$ cat src/rtl/spi_mem_sched.sv
// spi_mem_sched: SPI frame decoder and round-robin RAM arbiter.
// Optional macro SPI_ADDR_AUTOINC_EN: post-increment SPI addresses on grant.
module spi_mem_sched #(
  parameter int DATA_W = 8
) (
  input  logic              clk,
  input  logic              rst_n,
  input  logic              rx_valid,
  input  logic [DATA_W+1:0] rx_data,
  output logic              tx_valid,
  output logic [DATA_W-1:0] tx_data,
  input  logic              host_req,
  input  logic              host_we,
  input  logic [DATA_W-1:0] host_addr,
  input  logic [DATA_W-1:0] host_wdata,
  output logic              host_gnt,
  output logic              host_rvalid,
  output logic [DATA_W-1:0] host_rdata,
  output logic              mem_en,
  output logic              mem_we,
  output logic [DATA_W-1:0] mem_addr,
  output logic [DATA_W-1:0] mem_wdata,
  input  logic [DATA_W-1:0] mem_rdata,
  output logic              err_ovf
);

  typedef enum logic [1:0] {
    S_IDLE,
    S_ACCESS,
    S_RDRET
  } state_t;

  state_t            state;
  logic [DATA_W-1:0] wr_addr;
  logic [DATA_W-1:0] rd_addr;
  logic [DATA_W-1:0] spi_wdata;
  logic              spi_pend;
  logic              spi_we;
  logic              last_host;
  logic              own_host;

  logic [1:0]        cmd;
  logic [DATA_W-1:0] payload;
  logic              data_cmd;
  logic              spi_busy;
  logic              arb_spi;
  logic              arb_host;

  assign cmd      = rx_data[DATA_W+1:DATA_W];
  assign payload  = rx_data[DATA_W-1:0];
  assign data_cmd = rx_valid & cmd[0];

  // SPI is busy while a request waits or its access is in flight
  assign spi_busy = spi_pend |
                    ((state != S_IDLE) & ~own_host);

  // Round-robin pick: on a tie the side not granted last wins
  always_comb begin
    arb_spi  = 1'b0;
    arb_host = 1'b0;
    if (state == S_IDLE) begin
      arb_spi  = spi_pend & (~host_req | last_host);
      arb_host = host_req & (~spi_pend | ~last_host);
    end
  end

  // Frame decode: address latches, pending SPI op, overrun flag
  always_ff @(posedge clk or negedge rst_n) begin
    if (!rst_n) begin
      wr_addr   <= '0;
      rd_addr   <= '0;
      spi_wdata <= '0;
      spi_pend  <= 1'b0;
      spi_we    <= 1'b0;
      err_ovf   <= 1'b0;
    end else begin
      err_ovf <= data_cmd & spi_busy;
      if (rx_valid && cmd == 2'b00) begin
        wr_addr <= payload;
      end
`ifdef SPI_ADDR_AUTOINC_EN
      else if (arb_spi && spi_we) begin
        wr_addr <= wr_addr + DATA_W'(1);
      end
`endif
      if (rx_valid && cmd == 2'b10) begin
        rd_addr <= payload;
      end
`ifdef SPI_ADDR_AUTOINC_EN
      else if (arb_spi && !spi_we) begin
        rd_addr <= rd_addr + DATA_W'(1);
      end
`endif
      if (arb_spi) begin
        spi_pend <= 1'b0;
      end
      if (data_cmd && !spi_busy) begin
        spi_pend <= 1'b1;
        spi_we   <= ~cmd[1];
        if (!cmd[1]) begin
          spi_wdata <= payload;
        end
      end
    end
  end

  // Access FSM: grant, drive the RAM port, return read data
  always_ff @(posedge clk or negedge rst_n) begin
    if (!rst_n) begin
      state       <= S_IDLE;
      last_host   <= 1'b1;
      own_host    <= 1'b0;
      mem_en      <= 1'b0;
      mem_we      <= 1'b0;
      mem_addr    <= '0;
      mem_wdata   <= '0;
      host_gnt    <= 1'b0;
      host_rvalid <= 1'b0;
      host_rdata  <= '0;
      tx_valid    <= 1'b0;
      tx_data     <= '0;
    end else begin
      tx_valid    <= 1'b0;
      host_rvalid <= 1'b0;
      unique case (state)
        S_IDLE: begin
          if (arb_spi) begin
            mem_en    <= 1'b1;
            mem_we    <= spi_we;
            mem_addr  <= spi_we ? wr_addr : rd_addr;
            mem_wdata <= spi_we ? spi_wdata : '0;
            own_host  <= 1'b0;
            last_host <= 1'b0;
            state     <= S_ACCESS;
          end else if (arb_host) begin
            mem_en    <= 1'b1;
            mem_we    <= host_we;
            mem_addr  <= host_addr;
            mem_wdata <= host_wdata;
            host_gnt  <= 1'b1;
            own_host  <= 1'b1;
            last_host <= 1'b1;
            state     <= S_ACCESS;
          end
        end
        S_ACCESS: begin
          mem_en   <= 1'b0;
          mem_we   <= 1'b0;
          host_gnt <= 1'b0;
          state    <= mem_we ? S_IDLE : S_RDRET;
        end
        S_RDRET: begin
          if (own_host) begin
            host_rdata  <= mem_rdata;
            host_rvalid <= 1'b1;
          end else begin
            tx_data  <= mem_rdata;
            tx_valid <= 1'b1;
          end
          state <= S_IDLE;
        end
        default: state <= S_IDLE;
      endcase
    end
  end

endmodule

$ cat config.mk
export PLATFORM = sky130hd
export DESIGN_NAME = spi_mem_sched
export DESIGN_NICKNAME = d
export VERILOG_FILES = /design/src/rtl/spi_mem_sched.sv
export SDC_FILE = /design/constraint.sdc
export NUM_CORES = 1
export LEC_CHECK = 0
export CORE_MARGIN = 2
export CORE_UTILIZATION = 45
export CTS_BUF_LIST = sky130_fd_sc_hd__clkbuf_2 sky130_fd_sc_hd__clkbuf_4 sky130_fd_sc_hd__clkbuf_8
export CTS_CLUSTER_SIZE = 14
export DETAILED_ROUTE_END_ITERATION = 6
export PLACE_DENSITY = 0.78
export SLEW_MARGIN = 20
export SYNTH_ARGS = -nofsm -noshare
export SYNTH_HDL_FRONTEND = slang
export SYNTH_SLANG_ARGS = --single-unit
$ cat constraint.sdc
create_clock -name clk -period 1.5 [get_ports clk]
set_input_delay 0.3 -clock clk [delete_from_list [all_inputs] [get_ports clk]]
set_output_delay 0.3 -clock clk [all_outputs]
set_load 0.05 [all_outputs]
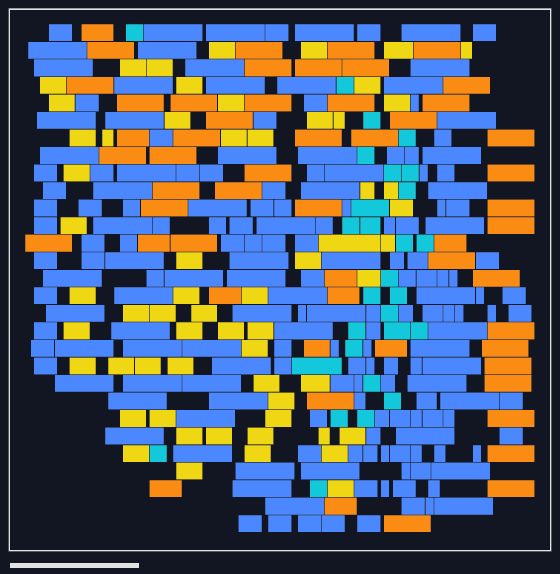
*Drive-strength map, run 1*
Bar = 20 um.
- cyan: x3 and x4 (cells 28; share 8.8%)
- blue: x1 and smaller (cells 178; share 56%)
- orange: x6 and larger (cells 54; share 17%)
- yellow: x2 (cells 60; share 19%)

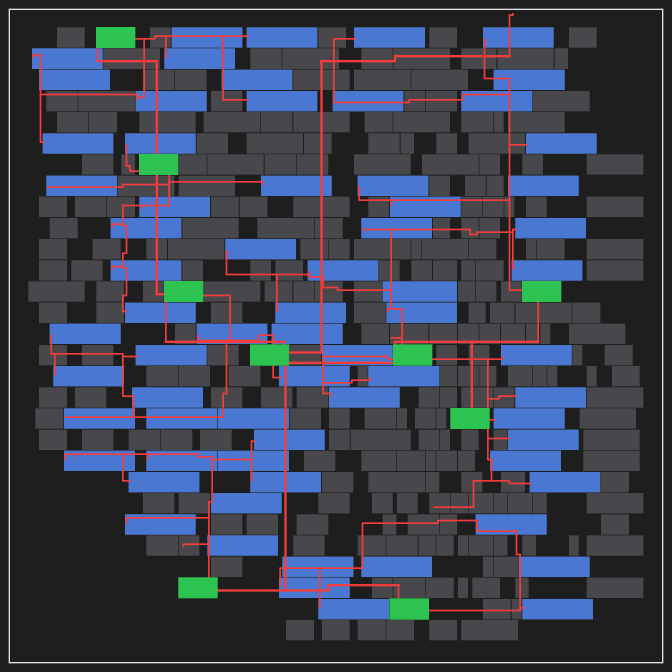
*Clock distribution, run 1*
- green: clock-net drivers (count 9)
- red: clock wires (length 872 um)
- blue: flip-flops (count 68)
- flops lie: all over the die
- routed clock nets: 10

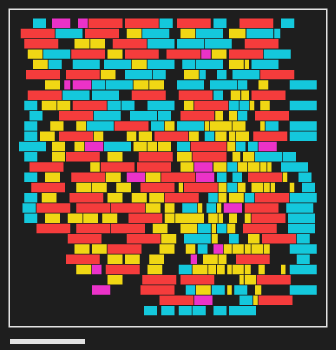
*Placement by cell class, run 1*
Bar = 20 um.
- magenta: clock drivers and dummy loads (cells 16; share of their area 4.0%)
- red: sequential cells (cells 68; share of their area 38%)
- yellow: remaining logic cells (cells 132; share of their area 26%)
- cyan: remaining buffers and delay cells (cells 104; share of their area 32%)

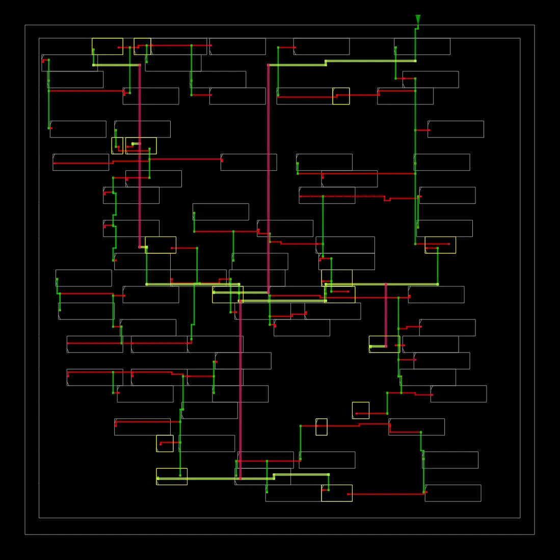
*Clock routing, run 1*
number of CTS-inserted buffers: 9
clock latency on the worst-skew pair: 0.34 ns
Worst Skew: 0.00758 ns

==> summary.txt, run 1 <==
flow finished, numbers: H-tree levels 3, clock group total power ~1.4 mW, M2 GR Usage between 30 and 40%, Max Freq around 660 MHz, Slew @ Worst Pin about 0.52 ns, failing checks negative setup slack, reg-to-reg slack, setup -0.007 ns, yosys xor share 0%, cts repair resizes 6, antenna cells 0, Fin Hold WS between 0.4 and 0.5 ns, Setup Buffers After CTS 0, chip footprint 0.00702 mm^2, status finished with violations, sw frac about two fifths, leakage ~2 nW, crit-path cells o21ba_4 -> nor4_4 -> buf_6 -> mux2_2, max_slew headroom 65.0%, Worst EP arrival 1.73 ns, switching power around 4.4 mW, WL met2 between 3000 and 4000 um, DRC viols 0, Final WS setup -0.00700 ns, Final setup viols 2, WL/cell 16.9 um, Int Pwr around 6.5 mW, synthesized area per cell 13.5 um^2, Adder Area Share 0%
run 1: worst reg2reg max path: stages, from the launching register on:
cell and delay, ns:
dfrtp_1 0.40, o21ba_4 0.24, nor4_4 0.22, buf_6 0.18, mux2_2 0.34
run 1: flip-flops by register name, indices dropped and copies added (netlist names), 2 cells and up:
| name | count |
|---|---|
| host_rdata | 8 |
| mem_addr | 8 |
| mem_wdata | 8 |
| rd_addr | 8 |
| spi_wdata | 8 |
| state | 2 |
| tx_data | 8 |
| wr_addr | 8 |
run 1: synthesized netlist by cell type (all sizes together):
library cell | instances | area share, %
or2 | 1 | 0.22
a21o | 3 | 0.79
a21bo | 1 | 0.35
buf | 5 | 0.83
a31oi | 1 | 0.22
a221o | 8 | 2.8
nand2 | 2 | 0.26
nor2 | 7 | 1.0
o21bai | 2 | 0.52
nand2b | 2 | 0.44
o311a | 1 | 0.35
nor4 | 1 | 0.74
dfstp | 1 | 0.92
nand3b | 2 | 0.52
nor3 | 1 | 0.17
o21ba | 1 | 0.35
o311ai | 8 | 2.4
mux2 | 48 | 19
clkbuf | 7 | 0.92
dfrtp | 67 | 59
and4 | 1 | 0.31
o21a | 10 | 2.6
nor3b | 2 | 0.70
nand4 | 8 | 1.7
o21ai | 9 | 1.6
inv | 12 | 1.6
and3 | 1 | 0.22
run 1: how the worst min path moves through the flow:
stage	from	end	slack [ns]
global route	rst_n	host_gnt	0.43
finish	rst_n	host_gnt	0.42
floorplan	rst_n	err_ovf	0.004
detailed placement	rst_n	host_gnt	0.25
global placement	rst_n	host_gnt	0.25
CTS	rst_n	host_gnt	0.41
run 1: cell type report:
cell class,count,share of cell area [%]
clock buffer,14,3.70
multi-input combinational,120,24.1
tap,77,2.13
clock inverter,2,0.221
sequential,68,37.6
timing repair buffer,104,31.2
inverter,12,0.995
==> inputs of run 2 (changes only) <==
- CORE_ASPECT_RATIO: unset -> 1.25
- CORE_MARGIN: 2 -> unset
- PLACE_DENSITY: 0.78 -> 0.88
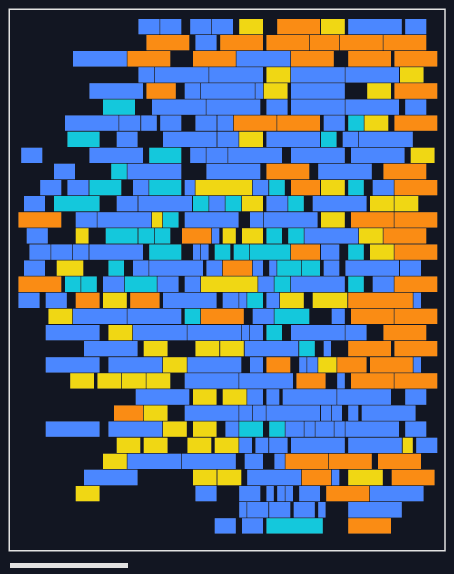
*Drive-strength map, run 2*
Bar = 20 um.
Post-Layout Inst Area: 0.00461 mm^2
Final WS setup: -0.170 ns
area delta synth->final: 61.1%
Signal buffers: 106

==> summary.txt, run 2 <==
flow finished, numbers: leakage 2.04 nW (+2.0%), Synth top cells by count 67 x dfrtp_1, 48 x mux2_2, 12 x inv_1, 10 x o21a_1, 9 x o21ai_0, WL/cell 21.0 um (+24%), Top-area cell share 58.5% (unchanged), Worst EP arrival 1.85 ns (+0.12 ns), H-tree levels 3 (unchanged), synthesized area per cell 13.5 um^2 (unchanged), Final WS setup -0.170 ns (-0.163 ns), crit-path cells or2_4 -> buf_4 -> o21ai_0 -> o311ai_1, count leader, synth dfrtp_1, Final setup viols 2 (unchanged), max_slew headroom 72.1% (+7.0 points), status finished with violations, DRC viols 0 (unchanged), cell type with the largest total area after synthesis dfrtp_1, Worst Skew 0.00773 ns (+0.000146 ns), clock latency on the worst-skew pair 0.35 ns (about the same), failing checks negative setup slack, chip footprint 0.00669 mm^2 (-4.7%), async set or reset register ratio after synthesis 100% (unchanged), largest cells by area after synthesis dfrtp_1 59%, mux2_2 19%, a221o_1 2.8%, Most common reg cell dfrtp_1, number of CTS-inserted buffers 9 (unchanged), antenna cells 0 (unchanged), reg-to-reg slack, setup -0.17 ns (-0.16 ns), cts repair resizes 13 (+7)
## run 2: cell types whose count changed in the layout (fill, tap and decap cells not counted), moves of 2 or more
cell	change
buf_12	-3
o311ai_0	-4
mux2_4	+8
o311ai_2	+2
mux2_2	-8
nor2_2	-2
buf_4	+5
clkbuf_4	-3
## run 2: cell families after synthesis
group,after synthesis
muxes,48
AOI/OAI and AO/OA,44
and+or+nand+nor,28
DFF,68
buffers and inverters,24
## run 2: per-stage QoR
stage	setup WS, ns	hold WS (ns)
6_report	-0.170	0.402
4_1_cts	0.00355	0.395
2_1_floorplan	-0.0553	0.00441
5_1_grt	-0.191	0.401
3_3_place_gp	-0.201	0.223
3_5_place_dp	-0.336	0.230
## run 2: path summary, 6_finish.rpt
path | end | cells after the start
min reg2reg | wr_addr[2] | 1
max reg2reg | mem_addr[6] | 4
min in group clk | wr_addr[2] | 1
max in group asynchronous | wr_addr[6] | 3
min | own_host | 2
max | mem_addr[6] | 4
## run 2: per-layer routing
layer | part of all wire, % | vias up | wire, um | GRT usage (%)
li1 | - | 992 | - | -
met4 | 4.4 | 0 | 372 | 13.0
met1 | 38 | 1135 | 3200 | 31.9
met3 | 5.7 | 35 | 483 | 6.55
met2 | 52 | 121 | 4460 | 44.5
met5 | 0 | - | 0 | 0
## run 2: area by class of cell
cell class	count	area [um^2]	share of cell area (%)
clock buffer	12	159	3.44
timing repair buffer	106	1400	30.3
clock inverter	2	35.0	0.759
sequential	68	1700	36.9
inverter	12	45.0	0.976
tap	85	106	2.30
multi-input combinational	120	1170	25.3
## run 2: where the power goes
part	internal (mW)	switching, mW
clock	0.856	0.652
sequential	2.62	0.830
combinational	3.32	3.25
total	6.79	4.73
==> inputs of run 3 (changes only) <==
- SETUP_SLACK_MARGIN: unset -> 0.05
==> summary.txt, run 3 <==
flow finished, numbers: Int Pwr 6.87 mW (+1.2%), Most common reg cell dfrtp_1, count leader, synth dfrtp_1, cell type with the largest total area after synthesis dfrtp_1, async set or reset register ratio after synthesis 100% (unchanged), P_comb 6.80 mW (+3.5%), leakage 2.07 nW (+1.2%), Final WS setup -0.0548 ns (+0.115 ns), DRC viols 0 (unchanged), worst setup path end spi_wdata[5], number of CTS-inserted buffers 9 (unchanged), H-tree levels 3 (unchanged), antenna cells 0 (unchanged), Flop+latch power 3.45 mW (about the same), sequential share of power 29.5% (-0.4 points), largest cells by area after synthesis dfrtp_1 59%, mux2_2 19%, a221o_1 2.8%, Top-area cell share 58.5% (unchanged), failing checks negative setup slack, Synth top cells by count 67 x dfrtp_1, 48 x mux2_2, 12 x inv_1, 10 x o21a_1, 9 x o21ai_0, Final setup viols 8 (+6), Comb pwr share 58.2% (+1.2 points), RR Endpoint spi_wdata[5], synthesized area per cell 13.5 um^2 (unchanged), Post-Layout Inst Area 0.00468 mm^2 (+1.4%), Pwr top combinational cells, Hold Path End state[0], reg-to-reg slack, setup -0.05 ns (+0.12 ns), reg2reg path depth 4 (unchanged), max_slew headroom 69.2% (-2.9 points), TNS Setup -0.389 ns, status finished with violations, Post-Syn Nets between 200 and 300, clock group total power 1.43 mW (-5%), chip footprint 0.00669 mm^2 (unchanged), clock latency on the worst-skew pair 0.34 ns (about the same)
[run 3: cell count changes in the layout (fill, tap and decap cells not counted), sizes merged]
cell,change
bufinv,-1
clkbuf,+2
buf,-2
clkdlybuf4s50,-1
dlymetal6s2s,+1
[run 3: what timing repair did]
item                                    CTS  global route
hold endpoints to repair                 67             0
endpoints found under the setup margin   35            29
gates resized                            24            31
cloned                                    1             0
hold buffers                              1             0
pin swaps                                 1             4
setup buffers                             0             1
[run 3: cell families after synthesis]
kind of cell           Yosys count  synth area share [%]
DFF                             68                  59.5
buffers and inverters           24                  3.32
AOI/OAI and AO/OA               44                  12.0
muxes                           48                  18.9
and+or+nand+nor                 28                  6.33
[run 3: metal layers]
metal | up-vias | wire length [um] | share of wire (%) | GRT usage (%)
li1 | 992 | - | - | -
met1 | 1112 | 3260 | 39 | 28.5
met2 | 85 | 4400 | 53 | 45.1
met3 | 15 | 409 | 4.9 | 6.10
met4 | 0 | 250 | 3.0 | 13.9
met5 | - | 0 | 0 | 0
[run 3: stage by stage]
stage | setup WS [ns] | utilization [%] | hold WS [ns]
2_1_floorplan | -0.0553 | - | 0.00441
6_report | -0.0548 | 75.9 | 0.489
5_1_grt | -0.110 | 75.9 | 0.520
3_5_place_dp | -0.383 | 69.6 | 0.343
4_1_cts | -0.0277 | 74.1 | 0.505
3_3_place_gp | -0.298 | 69.6 | 0.340
[run 3: critical path, stage by stage, from the launching register on]
cell	delay [ns]
dfrtp_2	0.45
o21ba_1	0.23
nor4_4	0.23
buf_6	0.18
mux2_2	0.34
[run 3: cell type report]
type                       instances  area, um^2
tap                               85         106
sequential                        68        1700
clock buffer                      14         186
multi-input combinational        120        1200
timing repair buffer             104        1430
clock inverter                     1        5.00
fill                             359        1490
inverter                          12        45.0
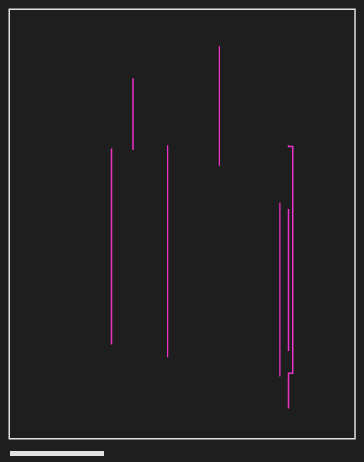
*Met4 routing, run 3*
Bar = 20 um.
- nets with wire on the layer: 6
- wire length on this layer: 251 um
- share of all routed wire: 3.0%

Power is estimated from default activity; no workload was simulated.
